===== config.mk =====
export PLATFORM = sky130hd
export DESIGN_NAME = reg_scoreboard_flat
export DESIGN_NICKNAME = d
export VERILOG_FILES = /design/src/rtl/reg_scoreboard_if.sv /design/src/rtl/reg_scoreboard.sv /design/src/flat_wrapper.sv
export SDC_FILE = /design/constraint.sdc
export NUM_CORES = 1
export LEC_CHECK = 0
export CORE_MARGIN = 2
export CORE_UTILIZATION = 40
export DETAILED_ROUTE_END_ITERATION = 8
export SYNTH_ARGS = -nofsm -noshare
export SYNTH_HDL_FRONTEND = slang
export SYNTH_SLANG_ARGS = --single-unit

===== constraint.sdc =====
create_clock -name clk -period 3.85 [get_ports clk]
set_input_delay 0.385 -clock clk [delete_from_list [all_inputs] [get_ports clk]]
set_output_delay 0.385 -clock clk [all_outputs]
set_load 0.1 [all_outputs]

===== src/rtl/reg_scoreboard_if.sv =====
// Decode-to-scoreboard bundle: source reads, destination write, and stall/issue replies.
// The master modport is the decode stage; the slave modport is the scoreboard.
interface reg_scoreboard_if #(
   parameter int REG_COUNT = 32,
   parameter int ADDR_W    = 5,
   parameter int NUM_READ  = 2,
   parameter int LAT_W     = 2
);
   logic                         id_valid;
   logic                         hold;
   logic                         flush;
   logic [NUM_READ-1:0]          rd_en;
   logic [NUM_READ*ADDR_W-1:0]   rd_addr;
   logic                         wr_en;
   logic [ADDR_W-1:0]            wr_addr;
   logic [LAT_W-1:0]             wr_lat;
   logic                         stall;
   logic                         issue;
   logic [REG_COUNT-1:0]         busy_mask;

   // Handshake: an instruction held on id_valid is accepted in the cycle issue=1;
   // while stall=1 decode keeps the same instruction and its fields stable.
   modport master (
      output id_valid, hold, flush, rd_en, rd_addr, wr_en, wr_addr, wr_lat,
      input  stall, issue, busy_mask
   );

   modport slave (
      input  id_valid, hold, flush, rd_en, rd_addr, wr_en, wr_addr, wr_lat,
      output stall, issue, busy_mask
   );
endinterface


===== src/rtl/reg_scoreboard.sv =====
// GPR scoreboard: per-register pending-latency counters giving RAW/WAW decode stalls.
// Define REG_SCOREBOARD_STATS_EN to add the saturating stall_cycles counter output.
module reg_scoreboard #(
   parameter int REG_COUNT = 32,
   parameter int ADDR_W    = 5,
   parameter int NUM_READ  = 2,
   parameter int LAT_W     = 2
) (
   input  logic               clk,
   input  logic               rst,
`ifdef REG_SCOREBOARD_STATS_EN
   output logic [31:0]        stall_cycles,
`endif
   reg_scoreboard_if.slave    sb
);

   logic [LAT_W-1:0] cnt [REG_COUNT];
   logic             raw_hit;
   logic             waw_hit;
   logic             issue_w;
   logic             stall_w;

   always_comb begin
      raw_hit = 1'b0;
      for (int i = 0; i < NUM_READ; i++) begin
         if (sb.rd_en[i] && (sb.rd_addr[i*ADDR_W +: ADDR_W] != '0) &&
             (cnt[sb.rd_addr[i*ADDR_W +: ADDR_W]] != '0))
            raw_hit = 1'b1;
      end
   end

   // A younger writer may issue once the older one finishes no later than it does.
   assign waw_hit = sb.wr_en && (sb.wr_addr != '0) && (cnt[sb.wr_addr] > sb.wr_lat);

   assign stall_w = sb.id_valid && !sb.flush && (raw_hit || waw_hit || sb.hold);
   assign issue_w = sb.id_valid && !sb.flush && !sb.hold && !raw_hit && !waw_hit;

   assign sb.stall = stall_w;
   assign sb.issue = issue_w;

   always_comb begin
      sb.busy_mask = '0;
      for (int r = 0; r < REG_COUNT; r++)
         sb.busy_mask[r] = (cnt[r] != '0);
   end

   // Register 0 is hardwired zero, so its counter never becomes pending.
   always_ff @(posedge clk or negedge rst) begin
      if (!rst) begin
         for (int r = 0; r < REG_COUNT; r++)
            cnt[r] <= '0;
      end else if (!sb.hold) begin
         for (int r = 0; r < REG_COUNT; r++) begin
            if (r == 0)
               cnt[r] <= '0;
            else if (issue_w && sb.wr_en && (sb.wr_addr == ADDR_W'(r)))
               cnt[r] <= sb.wr_lat;
            else if (cnt[r] != '0)
               cnt[r] <= cnt[r] - 1'b1;
         end
      end
   end

`ifdef REG_SCOREBOARD_STATS_EN
   always_ff @(posedge clk or negedge rst) begin
      if (!rst)
         stall_cycles <= '0;
      else if (stall_w && !sb.hold && (stall_cycles != 32'hFFFF_FFFF))
         stall_cycles <= stall_cycles + 32'd1;
   end
`endif

endmodule


===== src/flat_wrapper.sv =====
// flat-port wrapper written by rule: the top's interface ports become plain ports
module reg_scoreboard_flat 
#(
   parameter int REG_COUNT = 32,
   parameter int ADDR_W    = 5,
   parameter int NUM_READ  = 2,
   parameter int LAT_W     = 2
)
  (clk, rst, sb_id_valid, sb_hold, sb_flush, sb_rd_en, sb_rd_addr, sb_wr_en, sb_wr_addr, sb_wr_lat, sb_stall, sb_issue, sb_busy_mask);
  reg_scoreboard_if #(.REG_COUNT(REG_COUNT), .ADDR_W(ADDR_W), .NUM_READ(NUM_READ), .LAT_W(LAT_W)) sb_i ();
  input  logic clk;
  input  logic rst;
  input wire logic [$bits(sb_i.id_valid)-1:0] sb_id_valid;
  input wire logic [$bits(sb_i.hold)-1:0] sb_hold;
  input wire logic [$bits(sb_i.flush)-1:0] sb_flush;
  input wire logic [$bits(sb_i.rd_en)-1:0] sb_rd_en;
  input wire logic [$bits(sb_i.rd_addr)-1:0] sb_rd_addr;
  input wire logic [$bits(sb_i.wr_en)-1:0] sb_wr_en;
  input wire logic [$bits(sb_i.wr_addr)-1:0] sb_wr_addr;
  input wire logic [$bits(sb_i.wr_lat)-1:0] sb_wr_lat;
  output wire logic [$bits(sb_i.stall)-1:0] sb_stall;
  output wire logic [$bits(sb_i.issue)-1:0] sb_issue;
  output wire logic [$bits(sb_i.busy_mask)-1:0] sb_busy_mask;
  assign sb_i.id_valid = sb_id_valid;
  assign sb_i.hold = sb_hold;
  assign sb_i.flush = sb_flush;
  assign sb_i.rd_en = sb_rd_en;
  assign sb_i.rd_addr = sb_rd_addr;
  assign sb_i.wr_en = sb_wr_en;
  assign sb_i.wr_addr = sb_wr_addr;
  assign sb_i.wr_lat = sb_wr_lat;
  assign sb_stall = sb_i.stall;
  assign sb_issue = sb_i.issue;
  assign sb_busy_mask = sb_i.busy_mask;
  reg_scoreboard #(.REG_COUNT(REG_COUNT), .ADDR_W(ADDR_W), .NUM_READ(NUM_READ), .LAT_W(LAT_W)) u_core (.clk(clk), .rst(rst), .sb(sb_i));
endmodule

==> deck_impl_summary.md, run 1 <==
Flow Results at a Glance

Run status
  – Status: finished clean

Synth
  – Yosys stat cell total: roughly 800
  – Register area share after synthesis: a little under a quarter
  – Synth top cells by count: nand2_1, inv_1, dfrtp_1
  – Post-Syn Area: 6460 µm²
  – Area leader, netlist: dfrtp_1
  – Yosys aoi share: about 24%
  – Synth top cell by count: nand2_1
  – Syn nets: 865
  – Synth Area in XOR/XNOR: 0%
  – Yosys top cell area share: 24.0%
  – AND/OR/NAND/NOR Cells, Area Fraction: 27.4%
  – Register bit total from synthesis: 62
  – Syn avg cell area: between 8 and 9 µm²
  – Asr flop ratio synth: 100%
  – Area fraction in mux cells: 7.99%

Setup path
  – Critical Path Fanout Max: 4
  – Critical path data required time: 3.46 ns
  – Critical path endpoint category: output port
  – WS Path Type: flip-flop to output port
  – R2R depth: 13
  – Reg2reg start: u_core.cnt[55]
  – Setup crit end: sb_issue
  – Crit. Startpoint: u_core.cnt[55]

Finish
  – Layout cell share with drive strength beyond 1: 17.6%
  – Max reg flops: slightly above 60
  – Top reg by flops: u_core.cnt
  – Final #Nets: 933
  – Top cell excl fill/tap: nand2_1
  – Diode count: 0
  – Final Core Density: approximately half
  – Largest registers: u_core.cnt: 62 flops
  – Layout Cells excl Fill: 1096
  – Finished layout cell area: 7960 µm²

Place
  – Placed instance area: 7540 µm²
  – DP Wirelength: 16600 µm
  – Dpl cells: about 1100
  – Worst slack, placed: -0.450 ns

Floorplan
  – I/O pins: 59
  – Core ar.: between 15000 and 20000 µm²
  – Full die area: 17200 µm²
  – FP Core Util: 40.8%
  – Die x size: 131 µm
  – # rows: around 46

Clock tree
  – Htree depth: 3
  – Late-Pin Clk Latency: 0.35 ns
  – CTS max path bufs: 2
  – Clk root buf: clkbuf_16
  – Clk sinks: 62
  – CTS Buf Count: 9

Pwr
  – Sequential fraction of design power: 22.0%
  – VDD IR max: 0.000515 V
  – PD cells: 826 nW/µm²
  – Switching share of power: 52.8%
  – Tot Pwr: 6.57 mW
  – Net Sw Power: 3.47 mW

Global route
  – GRT Resource Usage Total: 25.8%
  – Top Usage Layer GRT: met2
  – Global-route wire length before repair: 35000 µm
  – Met1 GRT Util: 32.0%
  – Initial antenna violation count: 0
  – Pin count of the biggest net entering global routing: 69

Final timing
  – Final Hold Violation Tally: 0
  – Slew @ Worst Pin: ~1.0 ns
  – Fmax: ~260 MHz
  – Max Slew Vio Count: 0
  – Max_slew headroom: between 30 and 40%
  – Ratio of final minimum period to clock period: 99.7%
  – Tmin final: 3.84 ns
  – Setup WS post-layout: 0.0120 ns

Detailed routing
  – 1st-iter DRT viols: between 600 and 700
  – Vias per std cell: 6.11
  – Met3 wire len: 1270 µm
  – Routed WL per cell: 20.5 µm
  – Post-Route M1 WL: 9310 µm
  – DR WL met2: ~11000 µm

Min path
  – Hold Path Class: input pin to async pin

Run
  – Max-cap violations: 0
  – OpenROAD warning count: 26
run 1: kinds of logic after synthesis:
logic type	count (synthesis)
buf+inv	155
fa+ha+maj	33
simple gates	344
mux	24
compound gates	188
other cells	1
flops	62
run 1: final cells by class:
| type | count | area (µm²) |
|---|---|---|
| timing repair buffer | 113 | 1060 |
| tap | 216 | 270 |
| multi-input combinational | 590 | 4370 |
| inverter | 99 | 372 |
| sequential | 62 | 1550 |
| fill | 1481 | 7870 |
| clock inverter | 3 | 65.1 |
| clock buffer | 13 | 270 |
run 1: how the worst min path moves through the flow:
stage / startpoint / to / slack, ns
after floorplan: rst / u_core.cnt[0] / 0.09
after global placement: rst / u_core.cnt[44] / 0.49
after detailed placement: rst / u_core.cnt[44] / 0.51
after CTS: rst / u_core.cnt[44] / 0.14
after global routing: rst / u_core.cnt[44] / 0.17
final: rst / u_core.cnt[44] / 0.12
run 1: critical path, stage by stage, from the launching register on:
cell and delay [ns]:
dfrtp_1 0.43, mux4_2 0.48, mux4_2 0.51, mux2_4 0.30, ha_4 0.27, nand2_1 0.05, nand2_1 0.06, nor3_1 0.05
a311o_2 0.40, nor2_4 0.16, and3_4 0.22, buf_12 0.17
run 1: power by group through the flow:
stage                     Clock, mW  Sequential, mW  Combinational (mW)
after floorplan                   0            1.25                3.20
after CTS                     0.934            1.43                4.16
final                         0.924            1.44                4.20
after detailed placement          0            1.44                4.11
after global placement            0            1.43                3.96
after global routing          0.967            1.47                4.55
run 1: what timing repair did:
action	CTS	global route
setup endpoints to repair	15	14
gates resized	7	11
setup buffers	3	1
hold buffers	0	0
gates cloned	1	0
pin swaps	4	3
==> run_1/layer_met1.png <==
Cells faint in the background.
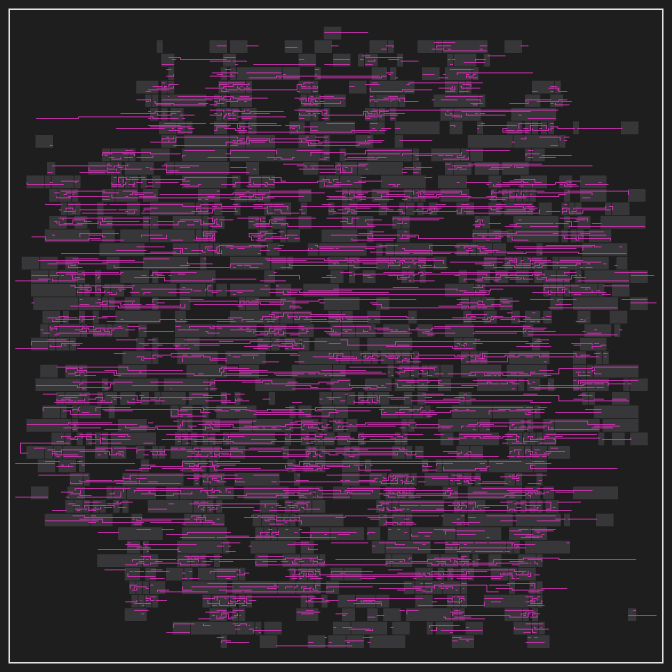
- share of all routed wire: 41%
- wire length on this layer: 9310 µm
- main direction: horizontal
- nets with wire on the layer: 876
- longest straight run: 44.6 µm
total number of vias: 6693
WL final: 22500 µm

==> run_1/layer_met2.png <==
Bar = 50 µm.
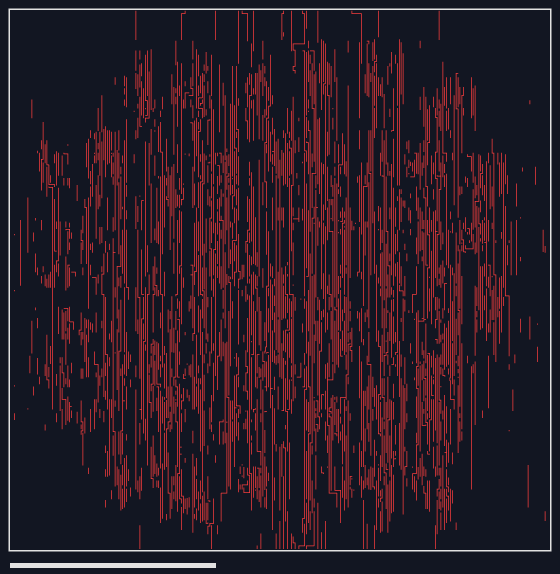
- nets with wire on the layer: 825
- share of all routed wire: 49%
- main direction: vertical
- longest straight run: 59.5 µm
- wire length on this layer: 11100 µm
met2 Track Usage GR: 44.2%

==> run_1/layer_met3.png <==
Bar = 50 µm.
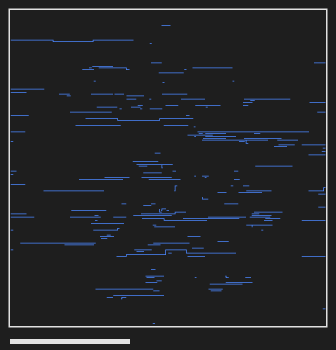
- share of all routed wire: 5.7%
- nets with wire on the layer: 126
- longest straight run: 46.0 µm
- wire length on this layer: 1270 µm
- main direction: horizontal
met3 Resource Use GR: 4.82%

==> run 2: changes to the inputs <==
RECOVER_POWER = 25   (was default)
==> run 2 against run 1 <==
- the run now ends with capacitance limit, slew limit left
- synthesized cell count unchanged
- core utilization about the same
- clock-buffer cell count unchanged
- clock skew up 0.00092 ns
- largest cell class unchanged
- largest power group unchanged
==> deck_impl_summary.md, run 2 <==
Flow Results at a Glance

Setup path
  – Critical path's top delay family: multiplexers (unchanged)
  – Critical Path Fanout Max: 4 (unchanged)
  – Critical path endpoint category: output port (unchanged)
  – Critical-path top delay cell: mux4_2 (unchanged)
  – WS Path Type: flip-flop to output port (unchanged)
  – WP buf/inv: 1 (unchanged)
  – Slowest stage delay, CP: 0.51 ns (about the same)
  – Critical path data required time: 3.46 ns (about the same)

Finish
  – Final #Nets: 933 (unchanged)
  – Top cell excl fill/tap: nand2_1 (unchanged)
  – Layout cell share with drive strength beyond 1: 17.5% (was 17.6%)
  – Top reg by flops: u_core.cnt (unchanged)
  – Final Core Density: 50.3% (about the same)
  – Finished layout cell area: 7950 µm² (was 7960 µm²)
  – Layout Cells excl Fill: 1096 (unchanged)
  – Max reg flops: 62 (unchanged)

Pwr
  – Seq. pwr: 1.44 mW (about the same)
  – P_clk: 0.925 mW (was 0.924 mW)
  – Group drawing the most power: combinational cells (unchanged)
  – Sequential fraction of design power: 21.9% (was 22.0%)
  – Combinational power: 4.21 mW (was 4.20 mW)
  – Net Sw Power: 3.47 mW (about the same)

Min path
  – Hold Path Class: input pin to async pin (unchanged)

Synth
  – Syn avg cell area: 8.01 µm² (unchanged)
  – Syn nets: 865 (unchanged)
  – Yosys top cell area share: 24.0% (unchanged)
  – Post-Syn Area: 6460 µm² (unchanged)
  – Yosys stat cell total: 807 (unchanged)
  – Synth top cells by count: nand2_1, inv_1, dfrtp_1 (unchanged)
  – Register bit total from synthesis: 62 (unchanged)

Final timing
  – Setup WS post-layout: 0.0113 ns (was 0.0120 ns)
  – Max_slew headroom: -23.0% (was 32.0%)
  – Slew @ Worst Pin: 1.84 ns (was 1.02 ns)
  – Ratio of final minimum period to clock period: 99.7% (about the same)
  – Max Slew Vio Count: 31 (was 0)
  – Final Hold Violation Tally: 0 (unchanged)
  – Tmin final: 3.84 ns (about the same)

Floorplan
  – Full die area: 17200 µm² (unchanged)
  – Core ar.: 15800 µm² (unchanged)
  – FP Core Util: 40.8% (unchanged)
  – # rows: 46 (unchanged)
  – Die x size: 131 µm (unchanged)

Place
  – Placed instance area: 7540 µm² (unchanged)
  – Dpl cells: 1076 (unchanged)
  – Worst slack, placed: -0.450 ns (unchanged)
  – DP Wirelength: 16600 µm (unchanged)

Run status
  – Failing checks: capacitance limit, slew limit
  – Status: finished with violations (was finished clean)

Global route
  – GRT Resource Usage Total: 25.8% (unchanged)
  – Global-route wire length before repair: 35000 µm (unchanged)
  – Pin count of the biggest net entering global routing: 69 (unchanged)

Run
  – OpenROAD warning count: 26 (unchanged)
  – Max-cap violations: 1 (was 0)

Clock tree
  – Clk root buf: clkbuf_16 (unchanged)
  – Htree depth: 3 (unchanged)
  – Late-Pin Clk Latency: 0.35 ns (about the same)

Detailed routing
  – Routed WL per cell: 20.5 µm (about the same)
run 2: cell counts after synthesis:
No cell type changed its count.
run 2: cell families (layout without fill, tap and decap cells):
family	after synthesis	count (layout)	synth area share, %
buffers and inverters	155	228	9.99
other	1	1	0.0580
AOI/OAI and AO/OA	188	188	24.1
adders and majority gates	33	33	6.39
and+or+nand+nor	344	344	27.4
muxes	24	24	7.99
DFF	62	62	24.0
run 2: cell type report:
class | instances | area, µm² | area share, %
Sequential cell | 62 | 1550 | 19.5
Multi-Input combinational cell | 590 | 4370 | 54.9
Tap cell | 216 | 270 | 3.40
Clock inverter | 3 | 65.1 | 0.818
Clock buffer | 13 | 270 | 3.40
Inverter | 99 | 372 | 4.67
Timing Repair Buffer | 113 | 1060 | 13.3
run 2: worst paths after layout:
kind	start	endpoint	slack, ns	depth (start not counted)
min in group clk	u_core.cnt[49]	u_core.cnt[49]	0.63	2
setup reg to reg	u_core.cnt[55]	u_core.cnt[59]	0.09	13
max in group asynchronous	rst	u_core.cnt[33]	1.53	2
hold / removal	rst	u_core.cnt[44]	0.54	1
hold reg to reg	u_core.cnt[49]	u_core.cnt[49]	0.63	2
setup / recovery	u_core.cnt[55]	sb_issue	0.01	11
run 2: per-layer routing:
| metal | global-route usage (%) | vias to the layer above | wire length, µm |
|---|---|---|---|
| met2 | 44.2 | 307 | 11100 |
| met1 | 32.0 | 3316 | 9110 |
| li1 | - | 3091 | - |
| met3 | 4.82 | 58 | 1450 |
| met5 | 0 | - | 0 |
| met4 | 10.9 | 0 | 805 |
run 2: timing repair:
action / in CTS / in global routing
gates resized: 7 / 11
buffers inserted: 3 / 1
gates cloned: 1 / 0
hold buffers: 0 / 0
setup endpoints to repair: 15 / 14
pin swaps: 4 / 3
endpoints found under the hold margin: 0 / 0
==> run_2/layer_met1.png <==
Cells faint in the background.
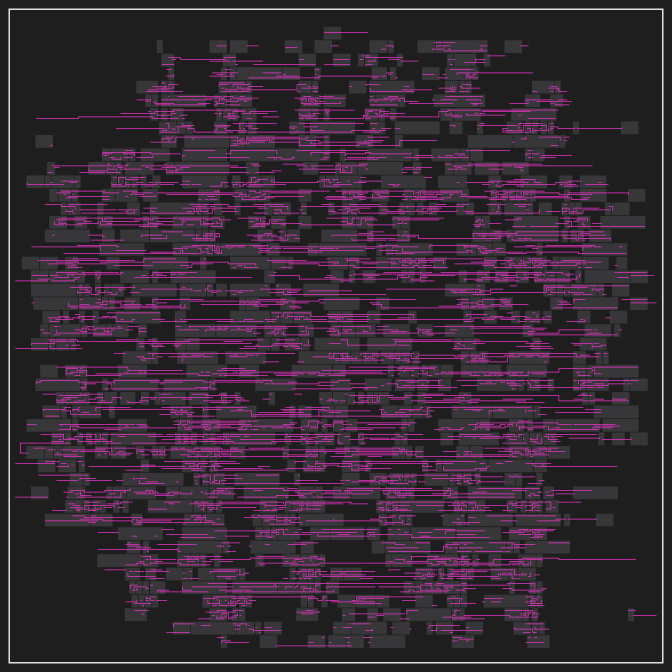
- longest straight run: 40.9 µm
- wire length on this layer: 9110 µm
- main direction: horizontal
- share of all routed wire: 40%
WL final: 22500 µm
met1 GRT Util: 32.0%
total number of vias: 6772

==> run_2/clocks.png <==
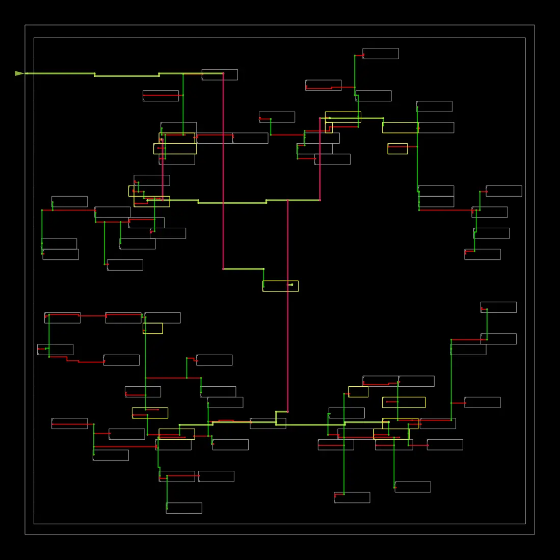
clock buffer count: 13
FF+latch count: 62
clk sinks: 62
CTS Buf Count: 9

==> run_2/layer_met2.png <==
Bar = 50 µm.
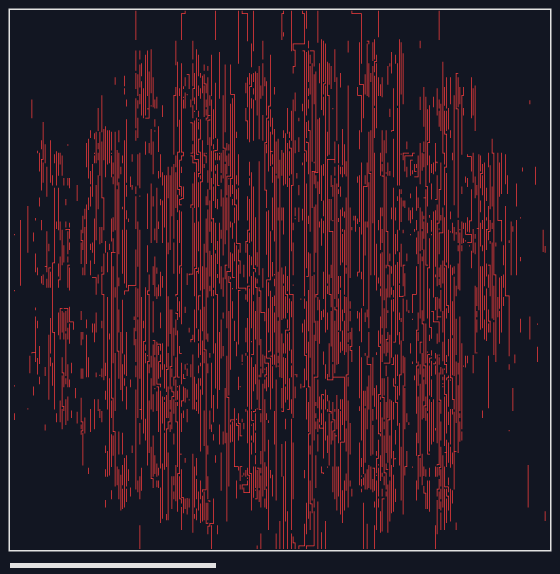
- main direction: vertical
- wire length on this layer: 11100 µm
- share of all routed wire: 50%
- longest straight run: 59.8 µm

==> run 3: changes to the inputs <==
MAX_ROUTING_LAYER = met4   (was default)
==> run 3 against run 2 <==
- the run still ends with capacitance limit, slew limit left
- sequential power barely moved
- sequential share of layout area rose by 0.10 points
- flip-flop count did not move
- highest routed layer unchanged
- final area fell by 0.61%
- clock power fell by 18%
- power fell by 3.3%
==> deck_impl_summary.md, run 3 <==
Flow Results at a Glance

Run status
  – Status: finished with violations (unchanged)
  – Failing checks: capacitance limit, slew limit (unchanged)

Clock tree
  – CTS resizes: 10 (was 7)
  – Htree depth: 3 (unchanged)
  – Post-CTS Setup Repair Bufs: 4 (was 3)
  – Clk root buf: clkbuf_16 (unchanged)
  – CTS max path bufs: 2 (unchanged)
  – CTS Buf Count: 9 (unchanged)
  – Clk sinks: 62 (unchanged)
  – Post-CTS Hold Buffers: 0 (unchanged)

Synth
  – Post-Syn Area: 6460 µm² (unchanged)
  – Yosys stat cell total: 807 (unchanged)
  – Area fraction in mux cells: 7.99% (unchanged)
  – Yosys aoi share: 24.1% (unchanged)
  – Synth Area in XOR/XNOR: 0% (unchanged)
  – Synth Area in Adders: 6.39% (unchanged)
  – AND/OR/NAND/NOR Cells, Area Fraction: 27.4% (unchanged)
  – Yosys cell types: 60 (unchanged)
  – Register area share after synthesis: 24.0% (unchanged)
  – Synth top cell by count: nand2_1 (unchanged)
  – Yosys top cell area share: 24.0% (unchanged)
  – Syn avg cell area: 8.01 µm² (unchanged)
  – Area leader, netlist: dfrtp_1 (unchanged)
  – Asr flop ratio synth: 100% (unchanged)
  – Syn nets: 865 (unchanged)

Finish
  – Layout Cells excl Fill: 1097 (was 1096)
  – FF/Latch Area: 1550 µm² (about the same)
  – Final #Nets: 934 (was 933)
  – Layout cell share with drive strength beyond 1: 16.9% (was 17.5%)
  – Final Core Density: 49.9% (was 50.3%)
  – Comb area: 4360 µm² (was 4370 µm²)
  – Diode count: 0 (unchanged)
  – # fillers: 1486 (was 1480)
  – Top reg by flops: u_core.cnt (unchanged)
  – Largest registers: u_core.cnt: 62 flops (unchanged)
  – Top cell excl fill/tap: nand2_1 (unchanged)
  – Max reg flops: 62 (unchanged)

Setup path
  – Worst reg2reg setup slack: 0.14 ns (was 0.09 ns)
  – Critical path endpoint category: output port (unchanged)
  – WS Path Type: input pin to output port (was flip-flop to output port)
  – Critical path data required time: 3.46 ns (about the same)

Floorplan
  – # rows: 46 (unchanged)
  – Full die area: 17200 µm² (unchanged)
  – Core ar.: 15800 µm² (unchanged)
  – I/O pins: 59 (unchanged)
  – Die x size: 131 µm (unchanged)

Final timing
  – Max_slew headroom: -66.5% (was -23.0%)
  – Ratio of final minimum period to clock period: 98.0% (was 99.7%)
  – Fmax: 265 MHz (was 261 MHz)
  – Tmin final: 3.77 ns (was 3.84 ns)
  – Max Slew Vio Count: 42 (was 31)
  – Slew @ Worst Pin: 2.50 ns (was 1.84 ns)
  – Final Hold Violation Tally: 0 (unchanged)
  – Setup WS post-layout: 0.0779 ns (was 0.0113 ns)

Detailed routing
  – Vias per std cell: 6.17 (was 6.18)
  – Routed WL per cell: 20.3 µm (was 20.5 µm)

Global route
  – Pin count of the biggest net entering global routing: 69 (unchanged)
  – Global-route wire length before repair: 35300 µm (was 35000 µm)
  – GRT Resource Usage Total: 26.7% (was 25.8%)
  – Initial antenna violation count: 0 (unchanged)

Run
  – Max-cap violations: 1 (unchanged)

Place
  – Worst slack, placed: -0.433 ns (was -0.450 ns)
  – Placed instance area: 7540 µm² (unchanged)
  – Dpl cells: 1076 (unchanged)

Pwr
  – PD cells: 804 nW/µm² (was 826 nW/µm²)
  – Tot Pwr: 6.36 mW (was 6.57 mW)

Min path
  – Hold Path Class: flip-flop to flip-flop (was input pin to async pin)
run 3: cell counts after synthesis:
No cell type changed its count.
run 3: worst paths after layout:
kind                                startpoint        endpoint  depth (start not counted)
worst max-delay path             sb_wr_addr[0]        sb_issue                         14
worst min-delay path            u_core.cnt[49]  u_core.cnt[49]                          2
min in group asynchronous                  rst  u_core.cnt[50]                          1
worst min register to register  u_core.cnt[49]  u_core.cnt[49]                          2
max in group asynchronous                  rst  u_core.cnt[11]                          1
worst max register to register   u_core.cnt[1]  u_core.cnt[58]                         13
run 3: cells by family after synthesis:
family,count (synthesis)
adder cells (fa/ha/maj),33
multiplexers,24
AND/OR/NAND/NOR,344
other,1
flip-flops,62
buffers and inverters,155
AND-OR/OR-AND,188
run 3: per-layer routing:
layer  routed length (µm)  GRT usage [%]  vias up
met5                    0              -        -
met4                  968           13.2        0
met3                 1570           4.82       78
met2                10700           42.5      314
met1                 9040           32.7     3278
li1                     -              -     3099
run 3: layout make-up:
| class | count | area share, % |
|---|---|---|
| Sequential cell | 62 | 19.6 |
| Tap cell | 216 | 3.42 |
| Multi-Input combinational cell | 590 | 55.2 |
| Timing Repair Buffer | 114 | 13.7 |
| Clock inverter | 1 | 0.0633 |
| Inverter | 99 | 4.70 |
| Clock buffer | 15 | 3.26 |
run 3: critical path, stage by stage:
cell	delay, ns
buf_2	0.14
bufbuf_16	0.28
buf_4	0.12
mux4_2	0.52
mux4_2	0.49
mux2i_1	0.16
ha_1	0.17
inv_1	0.05
a21oi_2	0.14
nor3_2	0.06
a311o_2	0.36
nor2_4	0.14
and3_4	0.22
buf_12	0.17
run 3: power breakdown:
part	total (mW)	internal [mW]	switching (mW)
sequential	1.44	0.997	0.441
clock	0.757	0.453	0.303
combinational	4.16	1.48	2.68
==> run_3/clocks.png <==
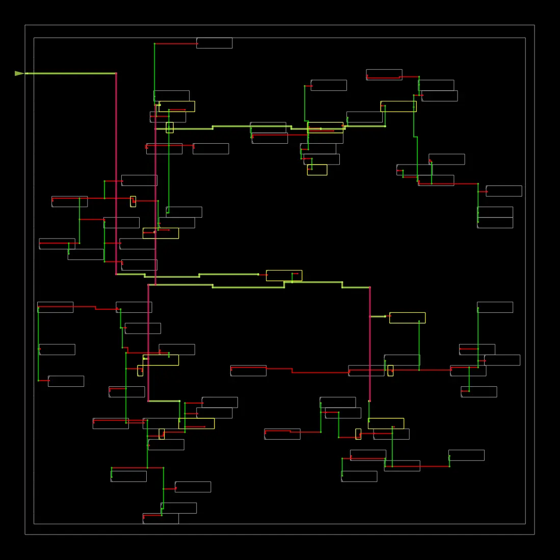
clock buffer count: 15
P_clk: 0.757 mW
Late-Pin Clk Latency: 0.35 ns
skew final: 0.00632 ns

==> run_3/layer_met3.png <==
Bar = 50 µm.
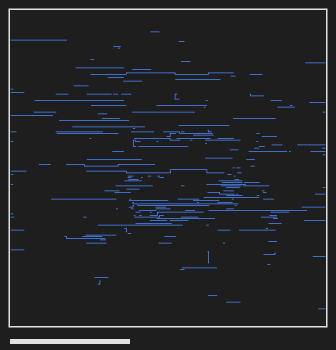
WL final: 22300 µm
total number of vias: 6769

==> run_3/layer_met4.png <==
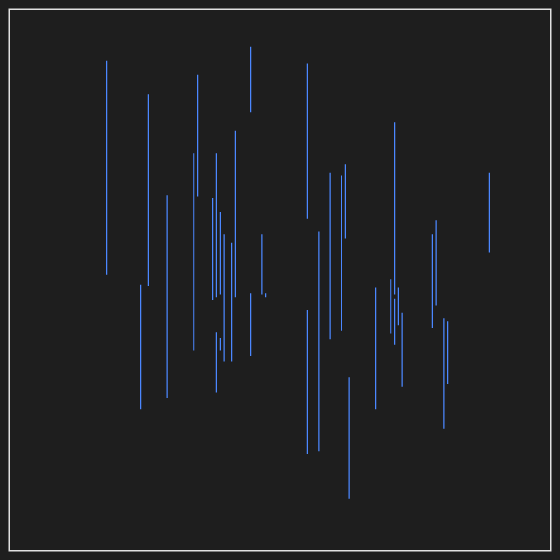
- share of all routed wire: 4.3%
- main direction: vertical
- wire length on this layer: 968 µm
- longest straight run: 53.0 µm

No activity file was given, so power comes from the tool's default toggle rates.
